===== config.mk =====
export PLATFORM = sky130hd
export DESIGN_NAME = pipeline_hazard_ctrl_flat
export DESIGN_NICKNAME = d
export VERILOG_FILES = /design/src/rtl/pipeline_hazard_ctrl_pkg.sv /design/src/rtl/pipeline_hazard_ctrl_if.sv /design/src/rtl/pipeline_hazard_ctrl_sram_wait_counter.sv /design/src/rtl/pipeline_hazard_ctrl.sv /design/src/flat_wrapper.sv
export SDC_FILE = /design/constraint.sdc
export NUM_CORES = 1
export LEC_CHECK = 0
export CAP_MARGIN = 25
export CORE_MARGIN = 1
export CORE_UTILIZATION = 45
export CTS_CLUSTER_DIAMETER = 100
export DETAILED_ROUTE_END_ITERATION = 8
export PLACE_DENSITY_LB_ADDON = 0.2
export SLEW_MARGIN = 20
export SYNTH_ARGS = -nofsm -noshare
export SYNTH_HDL_FRONTEND = slang
export SYNTH_HIERARCHICAL = 1
export SYNTH_SLANG_ARGS = --single-unit

===== constraint.sdc =====
create_clock -name clk -period 3 [get_ports clk]
set_input_delay 0.6 -clock clk [delete_from_list [all_inputs] [get_ports clk]]
set_output_delay 0.6 -clock clk [all_outputs]
set_load 0.02 [all_outputs]

===== src/rtl/pipeline_hazard_ctrl_pkg.sv =====
// Shared types for the pipeline hazard controller: FSM states, stall-source
// priority encoding and the per-stage control bundle.
package pipe_ctrl_pkg;

   localparam int unsigned REG_W_DEF = 4;

   typedef enum logic {
      RUN  = 1'b0,
      WAIT = 1'b1
   } state_e;

   // Higher value wins when several sources are active in the same cycle.
   typedef enum logic [1:0] {
      SRC_NONE   = 2'd0,
      SRC_HAZARD = 2'd1,
      SRC_BRANCH = 2'd2,
      SRC_MEM    = 2'd3
   } stall_src_e;

   typedef struct packed {
      logic pc_freeze;
      logic if_id_freeze;
      logic if_id_flush;
      logic id_ex_freeze;
      logic id_ex_flush;
      logic ex_mem_freeze;
      logic mem_wb_flush;
      logic mem_done;
   } ctrl_t;

   function automatic ctrl_t ctrl_for(input stall_src_e src);
      ctrl_t c;
      c = '0;
      case (src)
         SRC_MEM: begin
            c.pc_freeze     = 1'b1;
            c.if_id_freeze  = 1'b1;
            c.id_ex_freeze  = 1'b1;
            c.ex_mem_freeze = 1'b1;
            c.mem_wb_flush  = 1'b1;
         end
         SRC_BRANCH: begin
            c.if_id_flush = 1'b1;
            c.id_ex_flush = 1'b1;
         end
         SRC_HAZARD: begin
            c.pc_freeze    = 1'b1;
            c.if_id_freeze = 1'b1;
            c.id_ex_flush  = 1'b1;
         end
         default: c = '0;
      endcase
      return c;
   endfunction

endpackage


===== src/rtl/pipeline_hazard_ctrl_if.sv =====
// Hazard-controller bus: pipeline status in (master drives), per-stage
// freeze/flush and stall statistics out (slave = controller drives).
interface pipeline_hazard_ctrl_if #(
   parameter int unsigned REG_W = 4,
   parameter int unsigned CNT_W = 16
);
   logic [REG_W-1:0] id_src1;
   logic [REG_W-1:0] id_src2;
   logic             id_src1_vld;
   logic             id_src2_vld;
   logic [REG_W-1:0] exe_dest;
   logic             exe_wb_en;
   logic             exe_mem_read;
   logic [REG_W-1:0] mem_dest;
   logic             mem_wb_en;
   logic             mem_req;
   logic             branch_taken;

   logic             pc_freeze;
   logic             if_id_freeze;
   logic             if_id_flush;
   logic             id_ex_freeze;
   logic             id_ex_flush;
   logic             ex_mem_freeze;
   logic             mem_wb_flush;
   logic             mem_done;
   logic [CNT_W-1:0] stall_cycles;

   modport master (
      output id_src1, id_src2, id_src1_vld, id_src2_vld,
             exe_dest, exe_wb_en, exe_mem_read,
             mem_dest, mem_wb_en, mem_req, branch_taken,
      input  pc_freeze, if_id_freeze, if_id_flush, id_ex_freeze,
             id_ex_flush, ex_mem_freeze, mem_wb_flush, mem_done, stall_cycles
   );

   modport slave (
      input  id_src1, id_src2, id_src1_vld, id_src2_vld,
             exe_dest, exe_wb_en, exe_mem_read,
             mem_dest, mem_wb_en, mem_req, branch_taken,
      output pc_freeze, if_id_freeze, if_id_flush, id_ex_freeze,
             id_ex_flush, ex_mem_freeze, mem_wb_flush, mem_done, stall_cycles
   );
endinterface


===== src/rtl/pipeline_hazard_ctrl_sram_wait_counter.sv =====
// Wait-state down-counter for multi-cycle SRAM accesses: load, decrement
// (stops at zero) and zero flag.
module sram_wait_counter #(
   parameter int unsigned CNT_W    = 3,
   parameter int unsigned LOAD_VAL = 3
) (
   input  logic clk,
   input  logic rst,
   input  logic load,
   input  logic dec,
   output logic zero
);
   logic [CNT_W-1:0] cnt_q;
   logic [CNT_W-1:0] cnt_d;

   always_comb begin
      cnt_d = cnt_q;
      if (load) begin
         cnt_d = CNT_W'(LOAD_VAL);
      end else if (dec && (cnt_q != '0)) begin
         cnt_d = cnt_q - CNT_W'(1);
      end
   end

   always_ff @(posedge clk or posedge rst) begin
      if (rst) begin
         cnt_q <= '0;
      end else begin
         cnt_q <= cnt_d;
      end
   end

   assign zero = (cnt_q == '0);
endmodule


===== src/rtl/pipeline_hazard_ctrl.sv =====
// Pipeline hazard controller: SRAM wait-state FSM, branch flush and RAW stall
// priority mux plus saturating stall counter. `PIPE_FORWARDING_EN: load-use only.
module pipeline_hazard_ctrl
   import pipe_ctrl_pkg::*;
#(
   parameter int unsigned REG_W     = REG_W_DEF,
   parameter int unsigned SRAM_WAIT = 4,
   parameter int unsigned CNT_W     = 16
) (
   input  logic                   clk,
   input  logic                   rst,
   pipeline_hazard_ctrl_if.slave  bus
);
   localparam int unsigned WAIT_W   = (SRAM_WAIT > 0) ? $clog2(SRAM_WAIT + 1) : 1;
   localparam int unsigned WAIT_LD  = (SRAM_WAIT > 0) ? SRAM_WAIT - 1 : 0;

   state_e           state_q;
   state_e           state_d;
   logic [CNT_W-1:0] stall_cycles_q;
   logic [CNT_W-1:0] stall_cycles_d;

   logic       cnt_load;
   logic       cnt_dec;
   logic       cnt_zero;
   logic       mem_stall;
   logic       mem_done_int;
   logic       exe_hit;
   logic       hazard;
   stall_src_e src;
   ctrl_t      ctrl;

   sram_wait_counter #(
      .CNT_W    (WAIT_W),
      .LOAD_VAL (WAIT_LD)
   ) u_wait_cnt (
      .clk  (clk),
      .rst  (rst),
      .load (cnt_load),
      .dec  (cnt_dec),
      .zero (cnt_zero)
   );

   assign exe_hit = bus.exe_wb_en &
                    ((bus.id_src1_vld & (bus.id_src1 == bus.exe_dest)) |
                     (bus.id_src2_vld & (bus.id_src2 == bus.exe_dest)));

`ifdef PIPE_FORWARDING_EN
   assign hazard = bus.exe_mem_read & exe_hit;
`else
   logic mem_hit;
   assign mem_hit = bus.mem_wb_en &
                    ((bus.id_src1_vld & (bus.id_src1 == bus.mem_dest)) |
                     (bus.id_src2_vld & (bus.id_src2 == bus.mem_dest)));
   assign hazard  = exe_hit | mem_hit;
`endif

   // The access cycle in RUN counts as the first stall, so WAIT loads SRAM_WAIT-1.
   always_comb begin
      state_d      = state_q;
      cnt_load     = 1'b0;
      cnt_dec      = 1'b0;
      mem_stall    = 1'b0;
      mem_done_int = 1'b0;
      if (SRAM_WAIT == 0) begin
         state_d      = RUN;
         mem_done_int = bus.mem_req;
      end else begin
         case (state_q)
            RUN: begin
               if (bus.mem_req) begin
                  mem_stall = 1'b1;
                  cnt_load  = 1'b1;
                  state_d   = WAIT;
               end
            end
            WAIT: begin
               if (!cnt_zero) begin
                  mem_stall = 1'b1;
                  cnt_dec   = 1'b1;
               end else begin
                  mem_done_int = 1'b1;
                  state_d      = RUN;
               end
            end
            default: state_d = RUN;
         endcase
      end
   end

   always_comb begin
      src = SRC_NONE;
      if (mem_stall) begin
         src = SRC_MEM;
      end else if (bus.branch_taken) begin
         src = SRC_BRANCH;
      end else if (hazard) begin
         src = SRC_HAZARD;
      end
      ctrl          = ctrl_for(src);
      ctrl.mem_done = mem_done_int;
      if (rst) begin
         ctrl = '0;
      end
   end

   always_comb begin
      stall_cycles_d = stall_cycles_q;
      if (ctrl.pc_freeze && (stall_cycles_q != '1)) begin
         stall_cycles_d = stall_cycles_q + CNT_W'(1);
      end
   end

   always_ff @(posedge clk or posedge rst) begin
      if (rst) begin
         state_q        <= RUN;
         stall_cycles_q <= '0;
      end else begin
         state_q        <= state_d;
         stall_cycles_q <= stall_cycles_d;
      end
   end

   assign bus.pc_freeze     = ctrl.pc_freeze;
   assign bus.if_id_freeze  = ctrl.if_id_freeze;
   assign bus.if_id_flush   = ctrl.if_id_flush;
   assign bus.id_ex_freeze  = ctrl.id_ex_freeze;
   assign bus.id_ex_flush   = ctrl.id_ex_flush;
   assign bus.ex_mem_freeze = ctrl.ex_mem_freeze;
   assign bus.mem_wb_flush  = ctrl.mem_wb_flush;
   assign bus.mem_done      = ctrl.mem_done;
   assign bus.stall_cycles  = stall_cycles_q;
endmodule


===== src/flat_wrapper.sv =====
// flat-port wrapper written by rule: the top's interface ports become plain ports
module pipeline_hazard_ctrl_flat import pipe_ctrl_pkg::*;
#(
   parameter int unsigned REG_W     = REG_W_DEF,
   parameter int unsigned SRAM_WAIT = 4,
   parameter int unsigned CNT_W     = 16
)
  (clk, rst, bus_id_src1, bus_id_src2, bus_id_src1_vld, bus_id_src2_vld, bus_exe_dest, bus_exe_wb_en, bus_exe_mem_read, bus_mem_dest, bus_mem_wb_en, bus_mem_req, bus_branch_taken, bus_pc_freeze, bus_if_id_freeze, bus_if_id_flush, bus_id_ex_freeze, bus_id_ex_flush, bus_ex_mem_freeze, bus_mem_wb_flush, bus_mem_done, bus_stall_cycles);
  pipeline_hazard_ctrl_if #(.REG_W(REG_W), .CNT_W(CNT_W)) bus_i ();
  input  logic clk;
  input  logic rst;
  input wire logic [$bits(bus_i.id_src1)-1:0] bus_id_src1;
  input wire logic [$bits(bus_i.id_src2)-1:0] bus_id_src2;
  input wire logic [$bits(bus_i.id_src1_vld)-1:0] bus_id_src1_vld;
  input wire logic [$bits(bus_i.id_src2_vld)-1:0] bus_id_src2_vld;
  input wire logic [$bits(bus_i.exe_dest)-1:0] bus_exe_dest;
  input wire logic [$bits(bus_i.exe_wb_en)-1:0] bus_exe_wb_en;
  input wire logic [$bits(bus_i.exe_mem_read)-1:0] bus_exe_mem_read;
  input wire logic [$bits(bus_i.mem_dest)-1:0] bus_mem_dest;
  input wire logic [$bits(bus_i.mem_wb_en)-1:0] bus_mem_wb_en;
  input wire logic [$bits(bus_i.mem_req)-1:0] bus_mem_req;
  input wire logic [$bits(bus_i.branch_taken)-1:0] bus_branch_taken;
  output wire logic [$bits(bus_i.pc_freeze)-1:0] bus_pc_freeze;
  output wire logic [$bits(bus_i.if_id_freeze)-1:0] bus_if_id_freeze;
  output wire logic [$bits(bus_i.if_id_flush)-1:0] bus_if_id_flush;
  output wire logic [$bits(bus_i.id_ex_freeze)-1:0] bus_id_ex_freeze;
  output wire logic [$bits(bus_i.id_ex_flush)-1:0] bus_id_ex_flush;
  output wire logic [$bits(bus_i.ex_mem_freeze)-1:0] bus_ex_mem_freeze;
  output wire logic [$bits(bus_i.mem_wb_flush)-1:0] bus_mem_wb_flush;
  output wire logic [$bits(bus_i.mem_done)-1:0] bus_mem_done;
  output wire logic [$bits(bus_i.stall_cycles)-1:0] bus_stall_cycles;
  assign bus_i.id_src1 = bus_id_src1;
  assign bus_i.id_src2 = bus_id_src2;
  assign bus_i.id_src1_vld = bus_id_src1_vld;
  assign bus_i.id_src2_vld = bus_id_src2_vld;
  assign bus_i.exe_dest = bus_exe_dest;
  assign bus_i.exe_wb_en = bus_exe_wb_en;
  assign bus_i.exe_mem_read = bus_exe_mem_read;
  assign bus_i.mem_dest = bus_mem_dest;
  assign bus_i.mem_wb_en = bus_mem_wb_en;
  assign bus_i.mem_req = bus_mem_req;
  assign bus_i.branch_taken = bus_branch_taken;
  assign bus_pc_freeze = bus_i.pc_freeze;
  assign bus_if_id_freeze = bus_i.if_id_freeze;
  assign bus_if_id_flush = bus_i.if_id_flush;
  assign bus_id_ex_freeze = bus_i.id_ex_freeze;
  assign bus_id_ex_flush = bus_i.id_ex_flush;
  assign bus_ex_mem_freeze = bus_i.ex_mem_freeze;
  assign bus_mem_wb_flush = bus_i.mem_wb_flush;
  assign bus_mem_done = bus_i.mem_done;
  assign bus_stall_cycles = bus_i.stall_cycles;
  pipeline_hazard_ctrl #(.REG_W(REG_W), .SRAM_WAIT(SRAM_WAIT), .CNT_W(CNT_W)) u_core (.clk(clk), .rst(rst), .bus(bus_i));
endmodule

==> qor.csv <==
metric;value;unit
H-tree levels;1;
Die X-Extent;57.6;um
max_slew headroom;71.6;%
WHS Path Cells;1;
sequential fraction of the synthesis area;36.0;%
crit start category;input pin;
Tcrit/Tclk final;98.3;%
Critical Path End Type;output port;
Max rail drop VDD;0.476;mV
P&R area growth vs syn;45.8;%
endpoints failing setup;0;
Power Combinational;716;uW
Crit Path Class;in2out;
leak pwr;0.000895;uW
ant diodes;0;
highest metal used;met4;
Final Max Slew Viols;0;
CTS tree;done;
hold endpoint;u_core/bus.stall_cycles[15]$_DFFE_PP0P_;
detailed placer's ending HPWL;2.86;mm
clock share of power;16.2;%
placed inst area;1890;um2
synthesized net count;177;
fin area;2030;um2
Top cell area share;36.0;%
critical-path maximum fanout;3;
minimum clock period;2.95;ns
Max Buffers Root-to-Sink;2;
post-route ant nets;0;
met2 WL;2.05;mm
Via Count;1296;
Peak Freq;339;MHz
P_seq;420;uW
synth cell count leaders;20 x dfrtp_1, 18 x xnor2_1, 12 x xor2_1;
Final Skew;0.0122;ns
setup ws final;0.0511;ns
Int Pwr;839;uW
sequential share of power;31.0;%
pre-CTS WS;-0.761;ns
Clk pin slew, worst setup/hold paths;0.10;ns
Tool Warnings;28;
starting density of the core;48.8;%
worst min path class;reg2reg;
Ys Warns;6;
Worst Setup SP;bus_mem_req;
number of global-route vias before repair;1362;
share of cells above drive strength 1;21.6;%
drt first pass iters;4;
ys async rst share;100;%
Comb pwr share;52.8;%
outcome;complete, no violations;
CTS Buf Count;3;
Site Rows;19;
Dominant flop cell;dfrtp_1;
M1 wire length;1.49;mm
fillers;228;
DR WL met3;130;um
ys flops;20;
pin count of the biggest net entering global routing;18;
WP data required;2.40;ns
final hold viol count;0;
global-route wire length before repair;6.21;mm
==> placed cells by master, fill, tap and decap left out, drive strengths merged, types with 3 or more instances in the layout <==
cell type / count
mux2i: 3
o21ai: 8
nand4: 7
dlygate4sd2: 15
dfrtp: 20
and3: 5
xor2: 12
o211ai: 4
xnor2: 18
nor2: 11
nor3: 7
clkdlybuf4s50: 25
nand3: 5
buf: 17
nor4: 3
o2111ai: 3
or2: 3
ha: 4
nor2b: 5
inv: 10
clkbuf: 5
==> through the flow <==
step,hold WS [ns],setup TNS (ns),utilization (%)
after floorplan,0.354,0,-
after global placement,0.482,-3.01,66.4
after detailed placement,0.492,-3.92,66.4
after CTS,0.514,0,69.5
after global routing,0.522,-0.135,71.1
final,0.517,0,71.1
==> timing repair <==
action | CTS | global route
gates resized | 46 | 14
pin swaps | 12 | 7
endpoints found under the hold margin | 0 | 0
endpoints found under the setup margin | 7 | 6
hold buffers | 0 | 0
buffers inserted | 3 | 2
==> registers in the layout, summed over array words and instances, names as in the netlist <==
register                 cells
u_core/state_q               1
u_core/bus.stall_cycles     16
u_core/u_wait_cnt/cnt_q      3
==> critical path, stage by stage <==
cell	delay, ns
clkdlybuf4s50_1	0.42
or2_2	0.32
and2_4	0.17
or2_2	0.28
ha_1	0.28
nor2b_4	0.13
buf_6	0.14
==> cells by family after synthesis <==
family / synth area share, %
DFF: 36.0
xor gates and xnor gates: 18.9
adders and majority gates: 3.60
AOI/OAI and AO/OA: 9.44
muxes: 2.97
buffers and inverters: 7.46
and+or+nand+nor: 21.7
==> final cells by class <==
type	instances	area, um2	area share [%]
Clock buffer	3	22.5	1.11
Tap cell	31	38.8	1.91
Multi-Input combinational cell	110	852	42.0
Sequential cell	20	500	24.7
Inverter	10	37.5	1.85
Timing Repair Buffer	60	547	27.0
Clock inverter	1	30.0	1.48
==> images/port_trees.png <==
Drawn at 8 px/um.
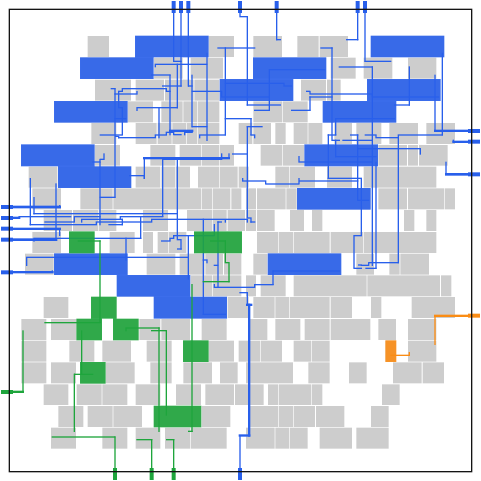
| colour | port | bits | direction | end cells | buffers | wire |
|---|---|---|---|---|---|---|
| blue | bus_stall_cycles | 16 | output | 16 | 16 | 760 um |
| orange | bus_mem_done | 1 | output | 1 | 1 | 10.3 um |
| green | bus_exe_dest | 4 | input | 8 | 6 | 124 um |
IO buf count: 47
boundary pin count: 49

==> images/congestion_map.png <==
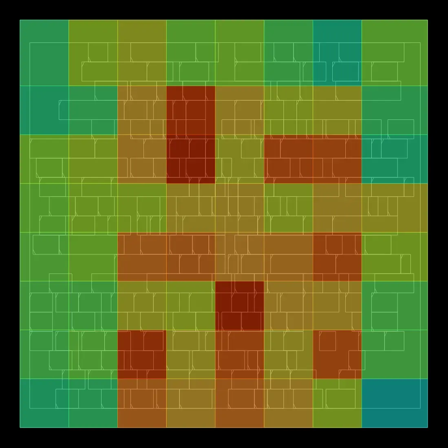
DR WL/cell: 15.8 um
GR Layer Usage met1: 28.5%
M3 GR Usage: 4.76%
GR peak layer: met2
GR Util met2: 46.8%

Power and IR drop assume default switching activity.
